final_clocks.png
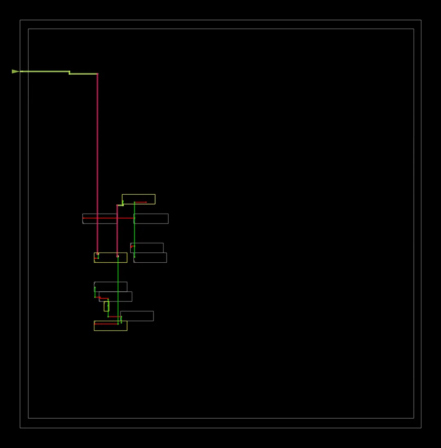
port_nets.png
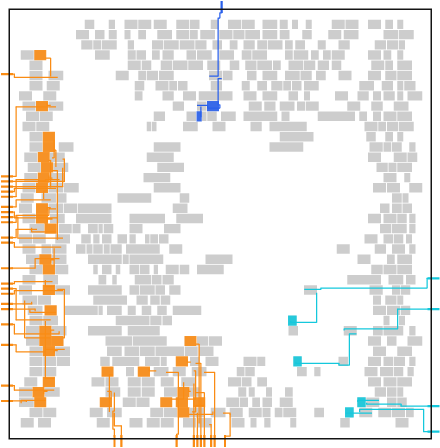
clock_map.png
Scale bar: 20 um.
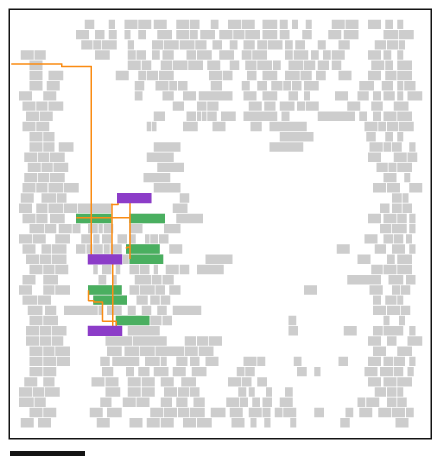
cell_classes.png
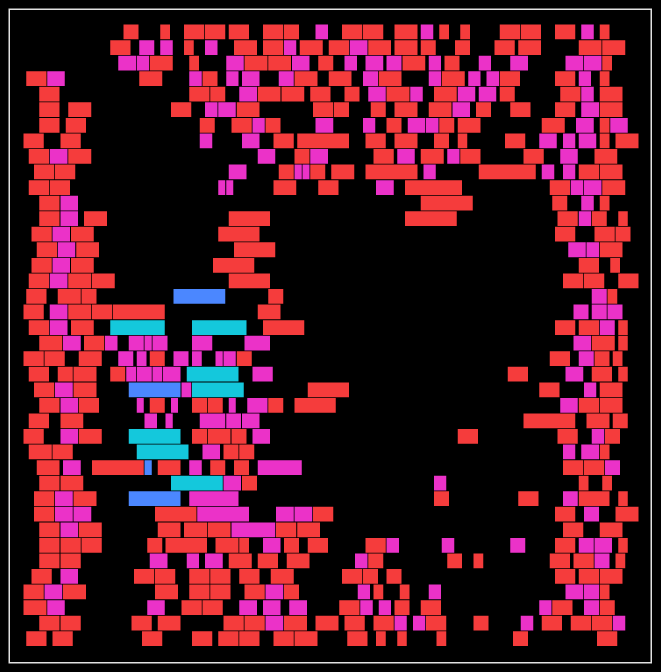
**src/rtl/cpu_mem_arb_pkg.sv**
```systemverilog
// Shared types for the CPU memory arbiter: one-hot FSM states, grant identifiers
// and default bus widths.
package cpu_mem_arb_pkg;

    localparam int ADDR_W_DEF = 32;
    localparam int DATA_W_DEF = 32;

    typedef enum logic [5:0] {
        ST_IDLE    = 6'b000001,
        ST_I_REQ   = 6'b000010,
        ST_I_RESP  = 6'b000100,
        ST_D_WR    = 6'b001000,
        ST_D_RREQ  = 6'b010000,
        ST_D_RRESP = 6'b100000
    } arb_state_e;

    typedef enum logic {
        GRANT_I = 1'b0,
        GRANT_D = 1'b1
    } grant_e;

endpackage

```
**src/rtl/mem_arb_pick.sv**
```systemverilog
// Combinational 2-way picker between fetch and data requests.
// Define DATA_PRIO_EN to make data win every tie; otherwise ties alternate round-robin.
module mem_arb_pick
    import cpu_mem_arb_pkg::*;
(
    input  logic   req_i,
    input  logic   req_d,
    input  grant_e last_grant,
    output logic   gnt_i,
    output logic   gnt_d
);

`ifdef DATA_PRIO_EN
    logic unused_last_grant;
    assign unused_last_grant = last_grant;

    always_comb begin
        gnt_d = req_d;
        gnt_i = req_i & ~req_d;
    end
`else
    // On a tie the side that did not win last time takes the bus.
    always_comb begin
        gnt_i = req_i & (~req_d | (last_grant == GRANT_D));
        gnt_d = req_d & (~req_i | (last_grant == GRANT_I));
    end
`endif

endmodule

```
**src/rtl/cpu_mem_arbiter.sv**
```systemverilog
// Merges the core's fetch and load/store channels onto one memory bus, one transaction
// at a time. Tie policy is selected by DATA_PRIO_EN inside mem_arb_pick.
module cpu_mem_arbiter
    import cpu_mem_arb_pkg::*;
#(
    parameter int ADDR_W = ADDR_W_DEF,
    parameter int DATA_W = DATA_W_DEF
) (
    input  logic                clk,
    input  logic                rst,
    input  logic [ADDR_W-1:0]   i_addr,
    input  logic                i_req_valid,
    output logic                i_req_ready,
    output logic [DATA_W-1:0]   i_rdata,
    output logic                i_rdata_valid,
    input  logic                i_rdata_ready,
    input  logic [ADDR_W-1:0]   d_addr,
    input  logic                d_memwrite,
    input  logic                d_memread,
    input  logic [DATA_W-1:0]   d_wdata,
    input  logic [DATA_W/8-1:0] d_wstrb,
    output logic                d_req_ready,
    output logic [DATA_W-1:0]   d_rdata,
    output logic                d_rdata_valid,
    input  logic                d_rdata_ready,
    output logic [ADDR_W-1:0]   m_addr,
    output logic                m_memwrite,
    output logic                m_memread,
    output logic [DATA_W-1:0]   m_wdata,
    output logic [DATA_W/8-1:0] m_wstrb,
    input  logic                m_req_ready,
    input  logic [DATA_W-1:0]   m_rdata,
    input  logic                m_rdata_valid,
    output logic                m_rdata_ready
);

    arb_state_e state_q, state_d;
    grant_e     last_grant_q, last_grant_d;
    logic       gnt_i, gnt_d;

    mem_arb_pick u_pick (
        .req_i      (i_req_valid),
        .req_d      (d_memread | d_memwrite),
        .last_grant (last_grant_q),
        .gnt_i      (gnt_i),
        .gnt_d      (gnt_d)
    );

    // NOTE: state flops use non-blocking assignments so every flop samples pre-edge values.
    always_ff @(posedge clk or negedge rst) begin
        if (!rst) begin
            state_q      <= ST_IDLE;
            last_grant_q <= GRANT_D;
        end else begin
            state_q      <= state_d;
            last_grant_q <= last_grant_d;
        end
    end

    // NOTE: every output is defaulted before the case so no path can infer a latch.
    always_comb begin
        state_d       = state_q;
        last_grant_d  = last_grant_q;
        i_req_ready   = 1'b0;
        i_rdata       = '0;
        i_rdata_valid = 1'b0;
        d_req_ready   = 1'b0;
        d_rdata       = '0;
        d_rdata_valid = 1'b0;
        m_addr        = '0;
        m_memwrite    = 1'b0;
        m_memread     = 1'b0;
        m_wdata       = '0;
        m_wstrb       = '0;
        m_rdata_ready = 1'b0;

        unique case (state_q)
            ST_IDLE: begin
                if (gnt_i) begin
                    state_d      = ST_I_REQ;
                    last_grant_d = GRANT_I;
                end else if (gnt_d) begin
                    // A simultaneous read+write request is treated as a write.
                    state_d      = d_memwrite ? ST_D_WR : ST_D_RREQ;
                    last_grant_d = GRANT_D;
                end
            end
            ST_I_REQ: begin
                m_addr      = i_addr;
                m_memread   = 1'b1;
                i_req_ready = m_req_ready;
                if (m_req_ready) state_d = ST_I_RESP;
            end
            ST_I_RESP: begin
                m_rdata_ready = i_rdata_ready;
                i_rdata       = m_rdata;
                i_rdata_valid = m_rdata_valid;
                if (m_rdata_valid && i_rdata_ready) state_d = ST_IDLE;
            end
            ST_D_WR: begin
                m_addr      = d_addr;
                m_memwrite  = 1'b1;
                m_wdata     = d_wdata;
                m_wstrb     = d_wstrb;
                d_req_ready = m_req_ready;
                if (m_req_ready) state_d = ST_IDLE;
            end
            ST_D_RREQ: begin
                m_addr      = d_addr;
                m_memread   = 1'b1;
                d_req_ready = m_req_ready;
                if (m_req_ready) state_d = ST_D_RRESP;
            end
            ST_D_RRESP: begin
                m_rdata_ready = d_rdata_ready;
                d_rdata       = m_rdata;
                d_rdata_valid = m_rdata_valid;
                if (m_rdata_valid && d_rdata_ready) state_d = ST_IDLE;
            end
            default: state_d = ST_IDLE;
        endcase
    end

endmodule

```
**config.mk**
```make
export PLATFORM = sky130hd
export DESIGN_NAME = cpu_mem_arbiter
export DESIGN_NICKNAME = d
export VERILOG_FILES = /design/src/rtl/cpu_mem_arb_pkg.sv /design/src/rtl/mem_arb_pick.sv /design/src/rtl/cpu_mem_arbiter.sv
export SDC_FILE = /design/constraint.sdc
export NUM_CORES = 1
export LEC_CHECK = 0
export ABC_AREA = 0
export CAP_MARGIN = 0
export CORE_AREA = 2 2 110 112
export CTS_CLUSTER_DIAMETER = 60
export DETAILED_ROUTE_END_ITERATION = 12
export DIE_AREA = 0 0 112 114
export HOLD_SLACK_MARGIN = 0.06
export MAX_ROUTING_LAYER = met4
export PLACE_DENSITY = 0.69
export SLEW_MARGIN = 40
export SYNTH_ARGS = -nofsm -noshare
export SYNTH_HDL_FRONTEND = slang
export SYNTH_HIERARCHICAL = 1
export SYNTH_SLANG_ARGS = --single-unit
```
**constraint.sdc**
```tcl
create_clock -name clk -period 2.1 [get_ports clk]
set_input_delay 0.63 -clock clk [delete_from_list [all_inputs] [get_ports clk]]
set_output_delay 0.63 -clock clk [all_outputs]
set_load 0.02 [all_outputs]
```
==> notes.md <==
Notes on the physical design

The horizontal die dimension reported for this design is 112 um. The endpoint of the worst setup timing path is i_rdata_valid. The combinational power is 0.00249 W. The report lists the cells along the critical path as nor4_2, and3b_2, buf_4, clkbuf_16, and2_1, buf_4.

After synthesis the netlist holds a flip-flop and latch count of 7. Among the non-sequential cells, simple AND/OR/NAND/NOR gates take the most area. The area-dominant cell class after layout is buffers. STA classifies the critical path startpoint as a flop. The checks that failed: negative setup slack. The number of DRC markers after the initial detailed-route iteration is roughly 69. Once the clock tree was built, the resizer swapped about 540 gates to a different size. For this run, the slowest stage of the critical path takes 400 ps. The first global-routing pass estimated 13.33 mm of wire. The setup fix buffers added after clock tree synthesis is 6. Entering global routing, the biggest net connects 38 pins. The critical path in this run is classified as flop to output port.

Warnings raised by the tools during the run amount to 29. The maximum level of the CTS H-tree is 1. The post-synthesis average cell area is 7.458 um2. The total nets after synthesis is between 300 and 400.

The initial antenna violation count is 0. The run finished, with violations left. Per the final timing report, the hold violations number 0. Looking at the clock tree report, the root buffer type is clkbuf_16. In the post-synthesis netlist, the biggest area contributors are and2_1, a22o_1, dfrtp_1.

After Yosys synthesis, full adders, half adders and majority gates account for 0% of the synthesized area. Of the total power, combinational logic draws 81.6%. The number of warnings reported in the yosys synthesis log is 6. Per the cell usage report, the commonest logic cells after layout are clkdlybuf4s50_1, buf_6, buf_4.

The detailed-routing iteration count for the pre-antenna-repair pass is 4. Per the detail_route log, the uppermost layer with routed signals is met4. Cell internal power was estimated by the tool at 0.001853 W.

CTS saw 7 sinks. Setup repair after global routing could not meet its margin everywhere. The logic area is ~0.0014 mm2. The analysis reports a worst IR drop on VDD of 0.4356 mV. The total overflow left after global routing is 0. After synthesis, the most frequently instantiated cells are and2_1, a22o_1, clkbuf_1, buf_2. The number of inserted diodes is 0. The max capacitance violation total is 0.

The report shows a maximum critical-path fanout of 9. In this run the register-to-register setup slack is 280 ps. The total setup violations reported at the end of the flow is 139. The power per unit of standard cell area is roughly 600 mW/mm2. The mux cell area share after synthesis is 0%. Overall power consumption after layout is estimated at between 0.003 and 0.004 W. The worst clock skew is about 2.0 ps.

The insertion delay of the later-clocked pin in the worst-skew pair is 230 ps. Summed over all cells, the static leakage comes to roughly 2.4 nW. Before placement the cells fill 12.86% of the core. The wire-length estimate of the detail-placed layout is 7.358 mm. The critical path contains buffers and inverters numbering 3 combined.

The path class of the lowest-slack min-delay path is flop to flop. The STA report counts the stages on the worst setup path as 6. Tracing the worst setup path back leads to its startpoint at state_q[1]. The post-synthesis cell count is between 200 and 250. The yosys stat chip area is 0.001506 mm2. The sequential share of the synthesized area is 11.79%.

The clock tree from TritonCTS is yes. The leading cell type in the layout, fill and taps excluded is clkdlybuf4s50_1. The cell type with the highest occurrence count on the critical path is buf_4. For the worst min-delay path, the startpoint reported by OpenROAD is last_grant_q.

In the final layout, the registers with the most flip-flops are state_q (6), last_grant_q (1). The met1 track demand over resource is 14.80%. The layout has 4 clock buffers. The final wirelength is 10.51 mm. The most instantiated library cell after synthesis is and2_1. Yosys mapped the design onto 33 distinct sky130hd cell types. Per the OpenROAD floorplan log, the height of the die is 114 um. For this run, design rule violations remaining after detail routing come to 0. The top achievable clock speed is 0.4037 GHz. The design received a total of 147 well taps at floorplan. The post-synthesis async set-or-reset flop share is 100.0%. The slew check shows that the tightest pin keeps a relative margin of 76.38%. The ratio of final minimum period to clock period is 118.0%. After detailed routing, the wire length on met1 is about 4 mm.

The portion of total power attributed to the clock network is between 10% and 20%. Summed over all failing endpoints, the final setup total negative slack is -39020 ps. The endpoint type of the worst setup path is an output port. The power in sequential cells is 0.000243 W.

The depth of the worst register-to-register path is 8. Non-clock buffering takes up ~65% of total cell area after layout. The kind of cell with the highest combined delay along the critical path is simple AND/OR/NAND/NOR gates.

Across all setup checks in the final design, the least slack found is -377.4 ps. The simple-gate portion of the synthesized area is about 55%. The fraction of final layout cells sized beyond drive strength 1 is between 50% and 60%.

The global routing's busiest layer is met2. The design has 7 sequential cells. After floorplanning, the die was sized to cover 0.01277 mm2.

The sum of met2 wire segment lengths after detailed routing is 5.548 mm. The detail-routed net length per standard cell is 15.76 um. The total via count after detailed routing is 2738. For met3 alone, demand over resource in global routing was about 2.2%. Compared with the post-synthesis result, the final layout area differs by 244.9%.

The number of flip-flops in the largest register is 6. Summing every instance area after synthesis gives 0.001506 mm2. The group that draws the most power in this run is combinational logic. The top cell type by area accounts for 43.19% of the synthesized area. The worst path in the final design needs a cycle of about 2500 ps, including I/O delays and setup.

Switching power as a fraction of the total was reported as approximately two fifths. The number of global-route vias before repair is 2591. The inverter count is 4. Looking at the worst setup and hold paths, the clock pins of their registers show a slew of 40 ps. The number of nets in the final layout is around 660. The script logs the ratio of routed vias to standard cells as 4.105. Global routing consumed, on the met2 layer, 24.85% of the routing resources. According to the cell report, the number of logic gates is 172. Of all cell types, the one taking the most synthesized area is and2_1. In this run, synthesis inferred 0 flip-flops with an integrated enable. The fraction of area in multi-input gates is between 20% and 30%. In the final layout, the fill cell count is 1166. The data required time of the worst path is around 1500 ps.

For the pin with the worst max-slew slack, the measured transition is 353.2 ps. The share of total power in sequential cells is 8.0%. Per the final report, max-transition violations number 0. The synthesized netlist devotes 1.163% of its cell area to XOR and XNOR gates.

The net switching power of the design is 0.001198 W. The fraction of area in clock buffers and inverters is between 1.5 and 2%. The worst flop-to-flop path startpoint is state_q[2]. The maximum count of clock buffers along a single path is 2.

The sink of the worst hold path is last_grant_q. The most flop-heavy register is state_q. The final worst hold slack is 535.5 ps. Once placement finished, the instance area stood at 0.004681 mm2. Summed over all nets, wire length on met3 after detailed routing comes to 749 um. In this run the critical register-to-register path is captured at state_q[0]. The critical path data arrival time is 1850 ps. The number of buffers other than clock buffers in the final layout is about 330. In this run the remaining antenna-violating nets after routing total 0.

The slowest stage cell on the critical path is dfrtp_1. For this run, the total global-route usage over all layers was measured as 13.36%. The placement-stage worst setup slack is -546.9 ps.

The top flip-flop cell by instance count after synthesis is dfrtp_1. The count of non-filler cells in the finished layout is 667. After Yosys synthesis, AND-OR and OR-AND compound gates account for 24.00% of the synthesized area. In this run, placement finished with an instance count of 631.
Notes on final_clocks.png above:
TritonCTS Buffers: 3
power in the clock group: 0.000319 W

Notes on port_nets.png above:
legend:
  blue:
    port: `d_rdata_ready`
    bits: 1
    direction: input
    edge: top
    end_cells: 2
    wire: 39.2 um
  orange:
    port: `m_addr`
    bits: 32
    direction: output
    edge: 22 left, 10 bottom
    end_cells: 32
    wire: 659 um
  cyan:
    port: `d_wstrb`
    bits: 4
    direction: input
    edge: right
    end_cells: 4
    wire: 161 um
count of buffers from port buffering: 279
top-level port count: 280

Notes on clock_map.png above:
legend:
  green:
    item: flip-flops
    count: 7
  orange:
    item: clock wires
    length: 169 um
  purple:
    item: cells driving clock nets
    count: 3
routed clock nets: 4

Notes on cell_classes.png above:
legend:
  cyan:
    class: flip-flops
    cells: 7
    share_of_their_area: 3.5%
  red:
    class: other buffers and delay cells
    cells: 333
    share_of_their_area: 67%
  blue:
    class: clock drivers and dummy loads
    cells: 4
    share_of_their_area: 1.6%
  magenta:
    class: all other logic
    cells: 176
    share_of_their_area: 27%
post-route cell area: 0.005196 mm2
final core area utilization: 44.37%
register fraction of the total cell area: 3.419%
number of placement rows: 40
Core ar.: 0.01171 mm2

Power is estimated from default activity; no workload was simulated.
